run_1/sizing.png
Scale: 3 px per um.
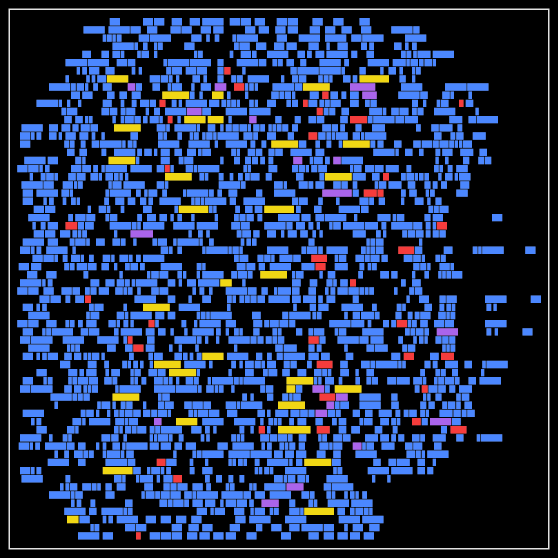
run_1/placed.png
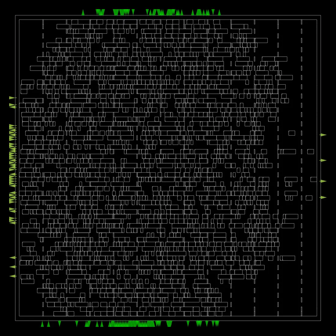
run_1/gates.png
Scale: 3 px per um.
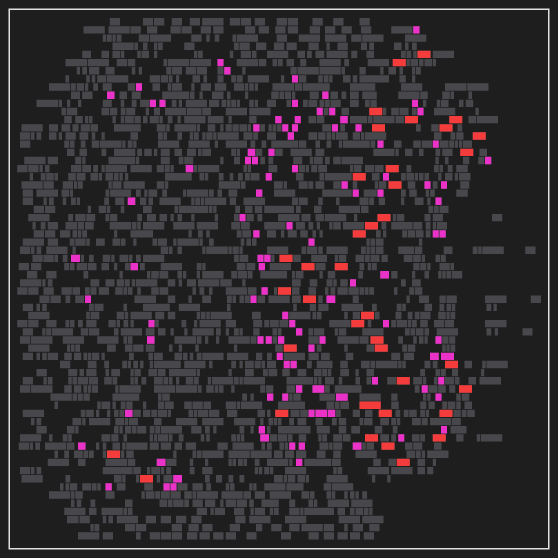
### config.mk
export PLATFORM = sky130hd
export DESIGN_NAME = mdu_hilo
export DESIGN_NICKNAME = d
export VERILOG_FILES = /design/src/rtl/mdu_hilo.sv
export SDC_FILE = /design/constraint.sdc
export NUM_CORES = 1
export LEC_CHECK = 0
export CAP_MARGIN = 20
export CORE_MARGIN = 2
export CORE_UTILIZATION = 40
export CTS_BUF_LIST = sky130_fd_sc_hd__clkbuf_16
export DETAILED_ROUTE_END_ITERATION = 12
export GPL_TIMING_DRIVEN = 0
export PLACE_DENSITY = 0.61
export REMOVE_ABC_BUFFERS = 1
export SETUP_SLACK_MARGIN = 0.4
export SYNTH_ARGS = -nofsm -noshare
export SYNTH_HDL_FRONTEND = slang
export SYNTH_SLANG_ARGS = --single-unit
### constraint.sdc
create_clock -name clk -period 6.8 [get_ports clk]
set_input_delay 2.04 -clock clk [delete_from_list [all_inputs] [get_ports clk]]
set_output_delay 2.04 -clock clk [all_outputs]
set_load 0.005 [all_outputs]
### src/rtl/mdu_hilo.sv
// mdu_hilo: iterative multiply/divide unit owning the HI/LO registers.
//   MULT/MULTU use one shift-add step per cycle and DIV/DIVU one restoring step
//   per cycle. An operation occupies 32 RUN cycles, and the result lands in HI/LO
//   together with a one-cycle done pulse.
// Optional feature: define MDU_DIV_EN to build the divider. Without it, a
//   start with op[1]=1 is a no-op.
// Ports:
//   clk, rst       clock, synchronous active-high reset
//   start, op      launch request; op 00 MULT, 01 MULTU, 10 DIV, 11 DIVU
//   src_a, src_b   rs/rt operands (src_a also carries MTHI/MTLO data)
//   mthi, mtlo     move src_a into HI/LO (only while idle)
//   flush          abort the in-flight operation / suppress a same-cycle start
//   busy           operation in progress
//   done           one-cycle pulse when HI/LO take a new result
//   hi, lo         HI/LO architectural registers
module mdu_hilo (
  input  logic        clk,
  input  logic        rst,
  input  logic        start,
  input  logic [1:0]  op,
  input  logic [31:0] src_a,
  input  logic [31:0] src_b,
  input  logic        mthi,
  input  logic        mtlo,
  input  logic        flush,
  output logic        busy,
  output logic        done,
  output logic [31:0] hi,
  output logic [31:0] lo
);

  localparam int unsigned W  = 32;
  localparam int unsigned CW = 5;

  typedef enum logic {IDLE, RUN} state_t;

  state_t          state_q, state_d;
  logic [CW-1:0]   cnt_q, cnt_d;
  logic [1:0]      op_q, op_d;
  logic [W-1:0]    a_q, a_d;
  logic [W-1:0]    b_q, b_d;
  logic [2*W-1:0]  acc_q, acc_d;
  logic [W-1:0]    hi_d, lo_d;
  logic            done_d;

  logic            launch_ok;
  logic            launch;
  logic            in_signed;
  logic [W-1:0]    init_src;
  logic [W-1:0]    init_mag;
  logic            a_neg, b_neg;
  logic [W-1:0]    a_mag;
  logic [W:0]      mul_sum;
  logic [2*W-1:0]  mul_next;
  logic [2*W-1:0]  mul_res;
  logic [2*W-1:0]  step;
  logic [W-1:0]    res_hi, res_lo;

  assign busy = (state_q == RUN);

  // Operand signs and magnitudes; signed ops work on magnitudes throughout.
  assign a_neg = ~op_q[0] & a_q[W-1];
  assign b_neg = ~op_q[0] & b_q[W-1];
  assign a_mag = a_neg ? (~a_q + W'(1)) : a_q;

  // Accumulator seed at launch: the multiplier for multiply, the dividend for divide.
  assign in_signed = ~op[0];
  assign init_src  = op[1] ? src_a : src_b;
  assign init_mag  = (in_signed & init_src[W-1]) ? (~init_src + W'(1)) : init_src;

  // Shift-add step: conditionally add the multiplicand into the upper half, then shift right.
  assign mul_sum  = {1'b0, acc_q[2*W-1:W]} + (acc_q[0] ? {1'b0, a_mag} : (W+1)'(0));
  assign mul_next = {mul_sum, acc_q[W-1:1]};
  assign mul_res  = (a_neg ^ b_neg) ? (~step + (2*W)'(1)) : step;

`ifdef MDU_DIV_EN
  logic [W-1:0]    b_mag;
  logic [W:0]      rem_sh;
  logic [W+1:0]    diff;
  logic [2*W-1:0]  div_next;
  logic [W-1:0]    q_fix, r_fix;

  assign launch_ok = 1'b1;
  assign b_mag     = b_neg ? (~b_q + W'(1)) : b_q;

  // Restoring step: acc = {remainder, dividend bits shifting out / quotient bits shifting in}.
  assign rem_sh = {acc_q[2*W-1:W], acc_q[W-1]};
  assign diff   = {1'b0, rem_sh} - {2'b00, b_mag};
  always_comb begin
    if (!diff[W+1]) div_next = {diff[W-1:0], acc_q[W-2:0], 1'b1};
    else            div_next = {rem_sh[W-1:0], acc_q[W-2:0], 1'b0};
  end

  assign step = op_q[1] ? div_next : mul_next;

  // Sign fix: the quotient truncates toward zero and the remainder follows the dividend.
  assign q_fix = (a_neg ^ b_neg) ? (~step[W-1:0] + W'(1)) : step[W-1:0];
  assign r_fix = a_neg ? (~step[2*W-1:W] + W'(1)) : step[2*W-1:W];

  always_comb begin
    if (!op_q[1]) begin
      res_hi = mul_res[2*W-1:W];
      res_lo = mul_res[W-1:0];
    end else if (b_q == '0) begin
      res_hi = a_q;
      res_lo = '1;
    end else begin
      res_hi = r_fix;
      res_lo = q_fix;
    end
  end
`else
  logic unused_div;

  assign launch_ok  = ~op[1];
  assign step       = mul_next;
  assign res_hi     = mul_res[2*W-1:W];
  assign res_lo     = mul_res[W-1:0];
  // Only the sign of the divisor operand and no divide opcode bit are needed here.
  assign unused_div = ^{op_q[1], b_q[W-2:0]};
`endif

  assign launch = start & ~flush & launch_ok;

  // Next-state and datapath update.
  always_comb begin
    state_d = state_q;
    cnt_d   = cnt_q;
    op_d    = op_q;
    a_d     = a_q;
    b_d     = b_q;
    acc_d   = acc_q;
    hi_d    = hi;
    lo_d    = lo;
    done_d  = 1'b0;
    case (state_q)
      IDLE: begin
        if (launch) begin
          state_d = RUN;
          cnt_d   = '0;
          op_d    = op;
          a_d     = src_a;
          b_d     = src_b;
          acc_d   = {W'(0), init_mag};
        end else begin
          if (mthi) hi_d = src_a;
          if (mtlo) lo_d = src_a;
        end
      end
      RUN: begin
        if (flush) begin
          state_d = IDLE;
          cnt_d   = '0;
        end else begin
          acc_d = step;
          cnt_d = cnt_q + CW'(1);
          // The final iteration's step feeds HI/LO directly so the result lands with done.
          if (cnt_q == CW'(W-1)) begin
            state_d = IDLE;
            cnt_d   = '0;
            done_d  = 1'b1;
            hi_d    = res_hi;
            lo_d    = res_lo;
          end
        end
      end
      default: state_d = IDLE;
    endcase
  end

  // State and datapath registers.
  always_ff @(posedge clk) begin
    if (rst) begin
      state_q <= IDLE;
      cnt_q   <= '0;
      op_q    <= '0;
      a_q     <= '0;
      b_q     <= '0;
      acc_q   <= '0;
      hi      <= '0;
      lo      <= '0;
      done    <= 1'b0;
    end else begin
      state_q <= state_d;
      cnt_q   <= cnt_d;
      op_q    <= op_d;
      a_q     <= a_d;
      b_q     <= b_d;
      acc_q   <= acc_d;
      hi      <= hi_d;
      lo      <= lo_d;
      done    <= done_d;
    end
  end

endmodule

==> results.json, run 1 <==
{
  "hpwl_um": 29900,
  "p_int_mw": 1.76,
  "ys_seq_share_pct": 27.5,
  "drt-pass1-iter-count": 5,
  "clock_buffers": 17,
  "slew_violations": 0,
  "worstSetupStartpointType": "flip-flop",
  "dominant_cells": "multi-input combinational cells",
  "ys.flop_type": "dfxtp_1",
  "hold_path_depth": 2,
  "design_area_sq_um": 14600,
  "final-hold-violation-count": 0,
  "cts_root_buffer": "clkbuf_16",
  "ant_nets": 0,
  "hold_buffers": 0,
  "fmax_mhz": 173,
  "fp-utilization_pct": 40.4,
  "drive_above_1_share_pct": 5.24,
  "dr.first_iter.drc_count": 1013,
  "worstSkewPairLatency_ps": 440,
  "routedWlPerCell_um": 19.1,
  "worstPathCellList": "nor3_1 -> nand3_1 -> or2_2 -> nand2b_1 -> nand2b_1 -> o21ai_0 -> o21ai_1 -> or3_1 -> and3_1 -> ha_1 -> nand3_1 -> nor3_1 -> nand2_1 -> a31oi_1 -> o21ai_0 -> a211o_1 -> or4_1 -> o41ai_2 -> xnor2_1 -> o22ai_1",
  "die_h_um": 179,
  "critPathKind": "flip-flop to flip-flop",
  "grt_usage_pct": 25.1,
  "comb_area_sq_um": 8480,
  "tns_ps": 0,
  "vias_per_cell": 5.88,
  "ys_area_sq_um": 12300,
  "final-nonclk-buf-share_pct": 11.2,
  "cts_tree": "done",
  "crit_required_ps": 7110,
  "place_area_sq_um": 14000,
  "top_area_cell": "dfxtp_1",
  "max-clock-path-buffers": 2,
  "p_clk_share_pct": 36.5,
  "place_inst": 2080,
  "grt_setup_unrepaired": "no",
  "tap_cells": 396,
  "edf_count": 0,
  "regArea_sq_um": 3390,
  "setup_violations": 0,
  "design.die.area_sq_um": 32200,
  "min_period_ps": 5770,
  "cts_sinks": 169,
  "ys.flops": 169,
  "min_path_type": "flip-flop to flip-flop",
  "ir_worst_vdd_v": 0.000146,
  "rrSetupSlack_ps": 1030,
  "clock_skew_ps": 10.5,
  "cp_slowest_cell": "or4_1",
  "n_all_inverters": 14,
  "path_clk_slew_ps": 70,
  "antenna_found_initial": 0,
  "grt.overflow.total": 0,
  "grt_pass1_vias": 11404,
  "reg2reg_from": "a_q[2]",
  "switching_share_pct": 30.6,
  "p_sw_mw": 0.779,
  "topCellsByArea": "dfxtp_1 (28%), a21oi_1 (6.7%), nor2_1 (6.5%)",
  "nMultiInputCombCells": 1352,
  "drc": 0,
  "whs_endpoint": "hi[13]",
  "grt_pass1_wl_um": 63100,
  "synth.avg_cell_area_sq_um": 7.46,
  "yosysCellCount": 1648,
  "clk_share_pct": 3.69,
  "seq_cells": 169,
  "warning_count": 25,
  "postCtsSetupBuffers": 0,
  "num-fill-cells": 3071,
  "gpl.final_weighted_congestion": 0.853,
  "slowest_delay_ps": 590,
  "rows": 64,
  "worst_slew_pin_slew_ps": 997,
  "min-delay-start": "hi[13]",
  "rr_worst_depth": 20,
  "worstReg2RegEnd": "hi[31]",
  "slew_headroom_pct": 33.5,
  "seq_power_share_pct": 42.6,
  "num_antenna_cells": 0,
  "h-tree-depth": 4,
  "arrival_ps": 6090,
  "grt_max_degree": 86,
  "synthCells": 1648,
  "ys_warn_count": 0,
  "die_w_um": 179,
  "synth.distinct_cells": 84,
  "async_reset_ff_share_pct": 0,
  "synth_area_sq_um": 12300,
  "leakage_nw": 5.49,
  "io_pins": 138,
  "dp_slack_ps": 1020,
  "endpoint_kind": "flip-flop",
  "period_used_pct": 84.9,
  "max-cap-violations": 0,
  "core_area_sq_um": 30400,
  "power-per-cell-area_nw_per_um2": 174,
  "vias": 12429,
  "top_area_share_pct": 27.5,
  "routed_wl_um": 40400,
  "postCtsResizedCells": 0,
  "critPathMaxFanout": 12,
  "port-buffer-count": 137,
  "p_comb_share_pct": 20.9,
  "status": "complete, no violations",
  "cts_made_buffers": 17
}
Back to the opening pictures, sizing.png:
Key: x2 = red [cells 38, share 2.2%, most used or2_2]; x3 and x4 = purple [cells 20, share 1.2%, most used clkinvlp_4]; x1 and smaller = blue [cells 1,628, share 95%, most used nor2_1]; x6 and larger = yellow [cells 32, share 1.9%, most used clkbuf_16]
Area growth, synth to finish: 18.6%
Plain + repair buffers: 151
Final WS setup: 1030 ps

Back to the opening pictures, placed.png:
Seq/total area: 23.2%
Core Util, Final: 47.9%

Back to the opening pictures, gates.png:
Key: fa/ha/maj cells = red [cells 38, most used ha_1]; and/or cells = magenta [cells 103, most used and2_1]
combinational share of cell area: 58.1%
Finished Layout Cells: 2,114

-- run 1: per-layer routing --
layer,share of wire (%),global-route usage [%],vias up
met5,0,0,-
met4,2.5,8.37,0
met1,47,35.3,5894
met3,5.4,4.07,53
li1,-,-,6119
met2,45,39.0,363
-- run 1: logic make-up (layout without fill, tap and decap cells) --
group | count (synthesis) | count (layout) | share of synthesized area, %
AND/OR/NAND/NOR | 619 | 619 | 24.4
AND-OR/OR-AND | 538 | 538 | 28.6
buffers and inverters | 127 | 197 | 3.98
flip-flops | 169 | 169 | 27.5
XOR/XNOR | 119 | 119 | 8.47
adder cells (fa/ha/maj) | 38 | 38 | 3.93
multiplexers | 38 | 38 | 3.10
-- run 1: state kept, by name, indices dropped and copies added (netlist names) --
register,count
acc_q,64
hi,32
cnt_q,5
a_q,32
b_q,1
busy,1
op_q,1
lo,32
done,1
-- run 1: critical path: cells and delay by family, from the launching register on --
family / cells / cell delay (ps)
AND-OR/OR-AND: 7 / 1850
XOR/XNOR: 1 / 170
adder cells (fa/ha/maj): 1 / 490
flip-flops: 1 / 350
AND/OR/NAND/NOR: 11 / 2770
-- run 1: synth_stat cells, drive strengths merged, types with 4 or more instances --
library cell and number:
buf 11, a22oi 32, a21boi 9, and3 14, and2 33, o22ai 9
or4 12, nand2 165, nand2b 12, a21oi 165, a211o 4, a311oi 4
a221oi 4, nand3 20, ha 37, nor2 212, nand4 11, or2 12
o21ai 104, a31oi 11, a311o 7, o211ai 36, nor3 42, nor4b 4
xor2 67, nor4 16, clkbuf 102, o21a 20, a211oi 55, or3 24
nor2b 12, nor3b 18, dfxtp 169, a21o 11, o41ai 10, a2111oi 9
o211a 4, mux2i 37, xnor2 52, inv 14, o31ai 18
-- run 1: power by group through the flow --
stage / Sequential (mW) / Combinational [mW] / Clock [mW]
floorplan: 1.10 / 0.279 / 0
finish: 1.08 / 0.532 / 0.928
global placement: 1.11 / 0.506 / 0
detailed placement: 1.10 / 0.524 / 0
global route: 1.09 / 0.582 / 0.984
CTS: 1.08 / 0.527 / 0.947
-- run 1: cell usage in the layout (no fill, tap or decap), types with 16 or more instances in the layout --
cell type          n
nor2_1           211
and2_1            33
nor3_1            39
a211oi_1          54
clkbuf_16         17
xnor2_1           52
clkdlybuf4s50_1  135
o21ai_0           96
o31ai_1           18
nand2_1          165
a22oi_1           32
nand3_1           19
a21oi_1          165
o21a_1            20
nor3b_1           18
or3_1             23
dfxtp_1          168
ha_1              37
inv_1             16
mux2i_1           37
xor2_1            67
o211ai_1          36
-- run 1: worst max-delay path by stage --
stage | start | endpoint | slack (ps) | cells past startpoint
2_1_floorplan | busy | lo[1] | 400 | 6
3_3_place_gp | busy | lo[19] | -3510 | 6
3_5_place_dp | src_a[1] | acc_q[26] | 1020 | 13
4_1_cts | a_q[2] | hi[31] | 1030 | 20
5_1_grt | a_q[2] | hi[29] | 600 | 20
6_report | a_q[2] | hi[31] | 1030 | 20
-- run 1: stage by stage --
| step | hold WS, ps | power [mW] |
|---|---|---|
| detailed placement | 453 | 1.63 |
| CTS | 462 | 2.56 |
| finish | 459 | 2.54 |
| global route | 475 | 2.65 |
| global placement | 448 | 1.62 |
| floorplan | 424 | 1.38 |
==> run 1 -> run 2 <==
--- a/config.mk
+++ b/config.mk
@@ -11,7 +11,7 @@
 export CTS_BUF_LIST = sky130_fd_sc_hd__clkbuf_16
 export DETAILED_ROUTE_END_ITERATION = 12
 export GPL_TIMING_DRIVEN = 0
-export PLACE_DENSITY = 0.61
+export PLACE_DENSITY = 0.63
 export REMOVE_ABC_BUFFERS = 1
 export SETUP_SLACK_MARGIN = 0.4
 export SYNTH_ARGS = -nofsm -noshare
==> constraint.sdc (replaced) <==
create_clock -name clk -period 5.2 [get_ports clk]
set_input_delay 1.56 -clock clk [delete_from_list [all_inputs] [get_ports clk]]
set_output_delay 1.56 -clock clk [all_outputs]
set_load 0.005 [all_outputs]
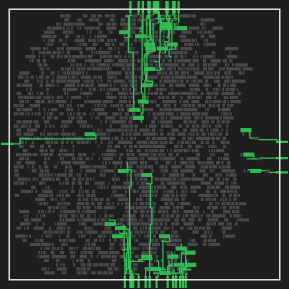
run_2/port_trees.png
Scale: 1.5 px per um.
Key: hi = green [bits 32, direction output, edge 14 bottom, 14 top, 3 right, 1 left, end cells 32, buffers 32, wire 1,260 um]
IO Port Bufs: 137
Ports: 138

==> results.json, run 2 <==
{
  "status": "complete, no violations",
  "grt_pass1_vias": 11649,
  "slew_violations": 0,
  "synth.distinct_cells": 84,
  "hold_path_depth": 2,
  "ir_worst_vdd_v": 0.000210,
  "die_h_um": 179,
  "place_inst": 2079,
  "adder_share_pct": 3.93,
  "ys_area_sq_um": 12300,
  "crit_required_ps": 5520,
  "reg2reg_from": "a_q[1]",
  "ys_sh_xor_pct": 8.47,
  "num_antenna_cells": 0,
  "mostFrequentLayoutCells": "nor2_1 (210), dfxtp_1 (163), nand2_1 (159), a21oi_1 (142), clkdlybuf4s50_1 (135)",
  "topCellsByArea": "dfxtp_1 (28%), a21oi_1 (6.7%), nor2_1 (6.5%)",
  "worstPathCellList": "inv_2 -> ha_4 -> or3_1 -> a21boi_1 -> ha_1 -> a21o_1 -> a311o_4 -> a211oi_4 -> buf_4 -> o22ai_4 -> a2bb2oi_2 -> a211o_1 -> or4_4 -> o31ai_4 -> xor2_1 -> o22ai_1",
  "min_path_type": "flip-flop to flip-flop",
  "yosysCellCount": 1648,
  "cp_slowest_cell": "or4_4",
  "top_register": "acc_q",
  "arrival_ps": 5120,
  "seq_power_share_pct": 41.2,
  "antenna_found_initial": 0,
  "top_area_share_pct": 27.5,
  "grt_setup_unrepaired": "yes",
  "worstSetupStartpointType": "flip-flop",
  "vias_per_cell": 5.97,
  "period_used_pct": 92.4,
  "final-hold-violation-count": 0,
  "power-per-cell-area_nw_per_um2": 217,
  "p_clk_share_pct": 37.3,
  "die_w_um": 179,
  "top_logic_kind": "AND-OR/OR-AND gates",
  "clock_skew_ps": 15.4,
  "yosys-mux-area-fraction_pct": 3.10,
  "async_reset_ff_share_pct": 0,
  "rrSetupSlack_ps": 400,
  "endpoint_kind": "flip-flop",
  "ys_seq_share_pct": 27.5,
  "cts_tree": "done",
  "synth_area_sq_um": 12300,
  "layout.cells.non_filler": 2159,
  "tns_ps": 0,
  "critPathKind": "flip-flop to flip-flop",
  "syn_to_final_growth_pct": 29.5,
  "warning_count": 27,
  "core_area_sq_um": 30400,
  "slew_headroom_pct": 31.3,
  "leakage_nw": 5.87,
  "switching_share_pct": 30.9,
  "ys_sh_simple_pct": 24.4,
  "edf_count": 0,
  "setup_violations": 0,
  "hold_buffers": 0,
  "cts_made_buffers": 17,
  "rr_worst_depth": 16,
  "routedWlPerCell_um": 19.7,
  "ys_warn_count": 0,
  "ys.flop_type": "dfxtp_1",
  "num-fill-cells": 2857,
  "grt_pass1_wl_um": 64200,
  "finalPower_mw": 3.46,
  "synthCells": 1648,
  "grt_usage_pct": 25.3
}
==> run 2: cell families (layout without fill, tap and decap cells) <==
family	after synthesis	after routing
multiplexers	38	38
XOR/XNOR	119	119
flip-flops	169	169
adder cells (fa/ha/maj)	38	38
buffers and inverters	127	242
AND/OR/NAND/NOR	619	619
AND-OR/OR-AND	538	538
==> run 2: final cells by class <==
cell class,count,area [sq um],share of cell area (%)
flip-flops and latches,169,3400,21.3
well taps,396,495,3.11
clock inverters,15,149,0.934
repair buffers,196,1960,12.3
multi-input cells,1352,9450,59.3
inverters,14,56.3,0.353
clock buffers,17,425,2.67
==> run 2: power by group through the flow <==
stage          logic (mW)  registers, mW  clock network (mW)
2_1_floorplan       0.364           1.44                   0
3_3_place_gp        0.661           1.46                   0
3_5_place_dp        0.679           1.45                   0
4_1_cts             0.706           1.42                1.31
5_1_grt             0.808           1.43                1.36
6_report            0.743           1.42                1.29
==> run 2: timing repair <==
| item | CTS | global route |
|---|---|---|
| gates resized | 90 | 126 |
| pin swaps | 17 | 56 |
| setup buffers | 17 | 31 |
| endpoints found under the setup margin | 35 | 28 |
==> run 2: worst max-delay path by stage <==
stage,slack (ps),endpoint
3_5_place_dp,-620,hi[31]
6_report,400,hi[29]
5_1_grt,270,hi[29]
2_1_floorplan,-1200,lo[1]
4_1_cts,320,hi[31]
3_3_place_gp,-5180,hi[21]
==> run 2: critical path, delay by kind of cell (launching register included) <==
family,cells,cell delay (ps)
xor gates and xnor gates,1,220
AOI/OAI and AO/OA,9,2350
adders and majority gates,2,510
buffers and inverters,2,280
DFF,1,400
and+or+nand+nor,2,910
==> run 2: layer usage <==
metal / part of all wire, % / up-vias
li1: - / 6216
met1: 45 / 6135
met2: 47 / 466
met3: 6.0 / 70
met4: 2.5 / 0
met5: 0 / -
==> run 2 -> run 3 <==
--- a/config.mk
+++ b/config.mk
@@ -6,7 +6,7 @@
 export NUM_CORES = 1
 export LEC_CHECK = 0
 export CAP_MARGIN = 20
-export CORE_MARGIN = 2
+export CORE_MARGIN = 8
 export CORE_UTILIZATION = 40
 export CTS_BUF_LIST = sky130_fd_sc_hd__clkbuf_16
 export DETAILED_ROUTE_END_ITERATION = 12
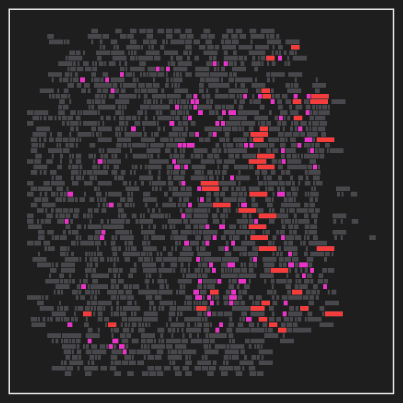
run_3/gates.png
Scale: 2 px per um.
Key: fa/ha/maj cells = red [cells 38, most used ha_4]; and/or cells = magenta [cells 103, most used and2_1]
Finished Layout Cells: 2,151
most numerous logic cell after layout: nor2_1
combinational share of cell area: 59.3%

==> results.json, run 3 <==
{
  "synthTopCellsByCount": "nor2_1 (212), dfxtp_1 (169), a21oi_1 (165), nand2_1 (165), clkbuf_1 (102)",
  "hpwl_um": 31200,
  "fin_ws_ps": 497,
  "routed_wl_um": 43300,
  "cp.depth": 19,
  "cp_slowest_cell": "or3_4",
  "die_h_um": 191,
  "worst-path-buf-inv": 2,
  "period_used_pct": 90.4,
  "cts_tree": "done",
  "port-buffer-count": 137,
  "critPathMaxFanout": 6,
  "hold_path_depth": 2,
  "grt_pass1_wl_um": 67600,
  "async_reset_ff_share_pct": 0,
  "ys.flop_type": "dfxtp_1",
  "topCellsByArea": "dfxtp_1 (28%), a21oi_1 (6.7%), nor2_1 (6.5%)",
  "vias_per_cell": 5.93,
  "slowest_delay_ps": 390,
  "finalPower_mw": 3.48,
  "grt.overflow.total": 0,
  "setup_violations": 0,
  "max-clock-path-buffers": 2,
  "synth_area_sq_um": 12300,
  "slew_violations": 0,
  "dp_slack_ps": -567,
  "top_area_share_pct": 27.5,
  "critPathTopFamily": "simple AND/OR/NAND/NOR gates",
  "grt_max_degree": 86,
  "dr.first_iter.drc_count": 1200,
  "worstPathCellList": "nor3_4 -> nand3_2 -> or2_4 -> nand2b_4 -> nand2b_4 -> o21ai_4 -> o21ai_4 -> or3_1 -> and3_4 -> ha_4 -> buf_4 -> or3_4 -> o211a_4 -> buf_4 -> or2_2 -> or2_2 -> o31ai_2 -> xor2_1 -> o22ai_1",
  "status": "complete, no violations",
  "arrival_ps": 5010,
  "ys_area_sq_um": 12300,
  "ys_seq_share_pct": 27.5,
  "path_clk_slew_ps": 70,
  "critPathKind": "flip-flop to flip-flop",
  "drive_above_1_share_pct": 14.5,
  "fp-utilization_pct": 40.4,
  "vias": 12757,
  "min_path_type": "flip-flop to flip-flop",
  "min_period_ps": 4700,
  "die_w_um": 191,
  "routedWlPerCell_um": 20.2,
  "fmax_mhz": 213,
  "grt_pass1_vias": 12069,
  "synth.distinct_cells": 84,
  "mostFrequentLayoutCells": "nor2_1 (210), dfxtp_1 (161), nand2_1 (158), a21oi_1 (149), clkdlybuf4s50_1 (135)",
  "ys_warn_count": 0,
  "synthCells": 1648,
  "final-hold-violation-count": 0,
  "synth.most_common_cell": "nor2_1",
  "clock_skew_ps": 10.5,
  "drt-pass1-iter-count": 5,
  "ys.flops": 169,
  "power-per-cell-area_nw_per_um2": 219,
  "num_antenna_cells": 0,
  "rows": 64,
  "max-cap-violations": 0,
  "crit_required_ps": 5510,
  "yosysCellCount": 1648,
  "cts_root_buffer": "clkbuf_16",
  "worstSkewPairLatency_ps": 440,
  "warning_count": 26,
  "synth.avg_cell_area_sq_um": 7.46,
  "antenna_found_initial": 0,
  "worst_slew_pin_slew_ps": 1040,
  "core_area_sq_um": 30400,
  "io_pins": 138,
  "worstSetupStartpointType": "flip-flop",
  "grt_setup_unrepaired": "yes",
  "gpl.final_weighted_congestion": 0.883,
  "cts_sinks": 169,
  "top_area_cell": "dfxtp_1",
  "ant_nets": 0,
  "top_register": "acc_q",
  "ir_worst_vdd_v": 0.000187,
  "endpoint_kind": "flip-flop",
  "leakage_nw": 5.82,
  "slew_headroom_pct": 30.3,
  "largest_reg_flops": 64,
  "syn_to_final_growth_pct": 29.1,
  "fin_nets": 1852,
  "cts_made_buffers": 17,
  "edf_count": 0,
  "h-tree-depth": 4,
  "drc": 0,
  "rr_worst_depth": 19,
  "grt_usage_pct": 23.0,
  "design.die.area_sq_um": 36600
}
## run 3: cell count changes in the layout (fill, tap and decap cells not counted), sizes merged
| cell | delta |
|---|---|
| buf | -9 |
| bufinv | +1 |
| clkbuf | +1 |
| clkinv | -3 |
| clkinvlp | -1 |
| inv | +3 |
## run 3: per-layer routing
layer / part of all wire, % / GRT usage (%) / up-vias
met4: 2.5 / 7.43 / 0
met3: 5.1 / 3.05 / 61
li1: - / - / 6187
met2: 47 / 37.2 / 396
met5: 0 / 0 / -
met1: 45 / 31.2 / 6113
## run 3: where the power goes
| group | switching [mW] | internal, mW |
|---|---|---|
| clock | 0.565 | 0.750 |
| sequential | 0.0685 | 1.35 |
| combinational | 0.413 | 0.327 |
| total | 1.05 | 2.43 |
## run 3: worst reg2reg max path, stage by stage (launching register included)
cell and delay, ps:
dfxtp_4 360, nor3_4 220, nand3_2 100, or2_4 250
nand2b_4 150, nand2b_4 180, o21ai_4 240, o21ai_4 120
or3_1 310, and3_4 200, ha_4 240, buf_4 150
or3_4 390, o211a_4 270, buf_4 160, or2_2 290
or2_2 320, o31ai_2 260, xor2_1 250, o22ai_1 120
## run 3: what timing repair did
| item | in CTS | in global routing |
|---|---|---|
| pin swaps | 19 | 37 |
| gates resized | 88 | 117 |
| hold buffers | 0 | 0 |
| gates cloned | 0 | 0 |
| setup endpoints to repair | 32 | 28 |
| setup buffers | 18 | 19 |
## run 3: path summary, 6_finish.rpt
check | start | slack (ps) | to
worst max-delay path | a_q[2] | 500 | hi[27]
worst min-delay path | hi[18] | 450 | hi[18]
worst max register to register | a_q[2] | 500 | hi[27]
worst min register to register | hi[18] | 450 | hi[18]
## run 3: final cells by class
| class | instances | area, sq um |
|---|---|---|
| fill | 2921 | 14600 |
| clock buffer | 17 | 425 |
| timing repair buffer | 188 | 1920 |
| inverter | 14 | 52.6 |
| clock inverter | 15 | 163 |
| multi-input combinational | 1352 | 9420 |
| tap | 396 | 495 |
| sequential | 169 | 3400 |
## run 3: cells by family (layout without fill, tap and decap cells)
| group | count (synthesis) | in the layout | share of synthesized area, % |
|---|---|---|---|
| XOR/XNOR | 119 | 119 | 8.47 |
| adder cells (fa/ha/maj) | 38 | 38 | 3.93 |
| buffers and inverters | 127 | 234 | 3.98 |
| AND-OR/OR-AND | 538 | 538 | 28.6 |
| AND/OR/NAND/NOR | 619 | 619 | 24.4 |
| multiplexers | 38 | 38 | 3.10 |
| flip-flops | 169 | 169 | 27.5 |
## run 3: metrics by stage
stage	cells	utilization, %	cell area [sq um]	hold WS (ps)	setup TNS (ps)
floorplan	1535	-	11900	424	-64340
global placement	2068	45.1	13700	442	-585550
detailed placement	2082	46.2	14100	447	-5780
CTS	2132	49.9	15200	457	0
global route	2151	52.2	15900	479	0
finish	2151	52.2	15900	454	0

## Gallery

Ports around the boundary.
Scale: 3 px per um. Pins as bars across the die edge, other pins in grey.
shot_01.png
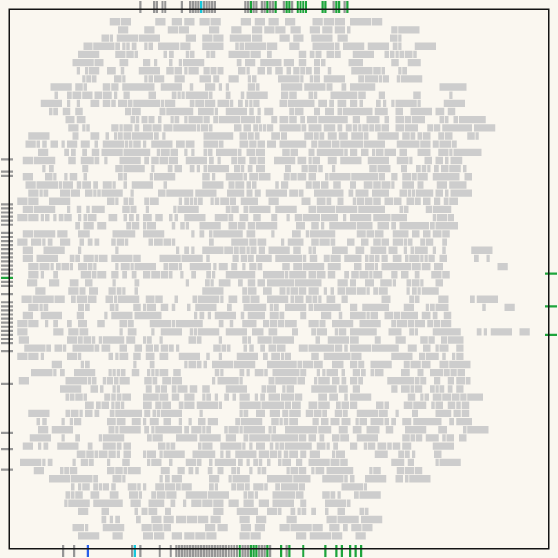
shot_02.png
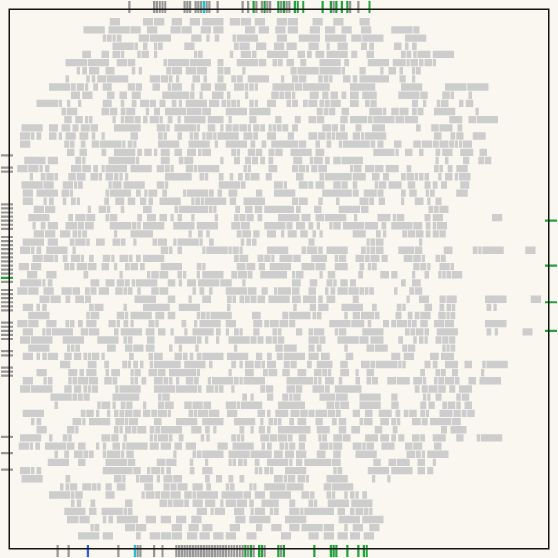
Run 1 is shot_02.png.
Run 2 is shot_01.png.

Key to shot_01.png:
Key: op = cyan [pins 2, direction input, edge 1 top, 1 bottom]; hi = green [pins 32, direction output, edge 14 bottom, 14 top, 3 right, 1 left]; busy = blue [pins 1, direction output, edge bottom]

Power is estimated from default activity; no workload was simulated.
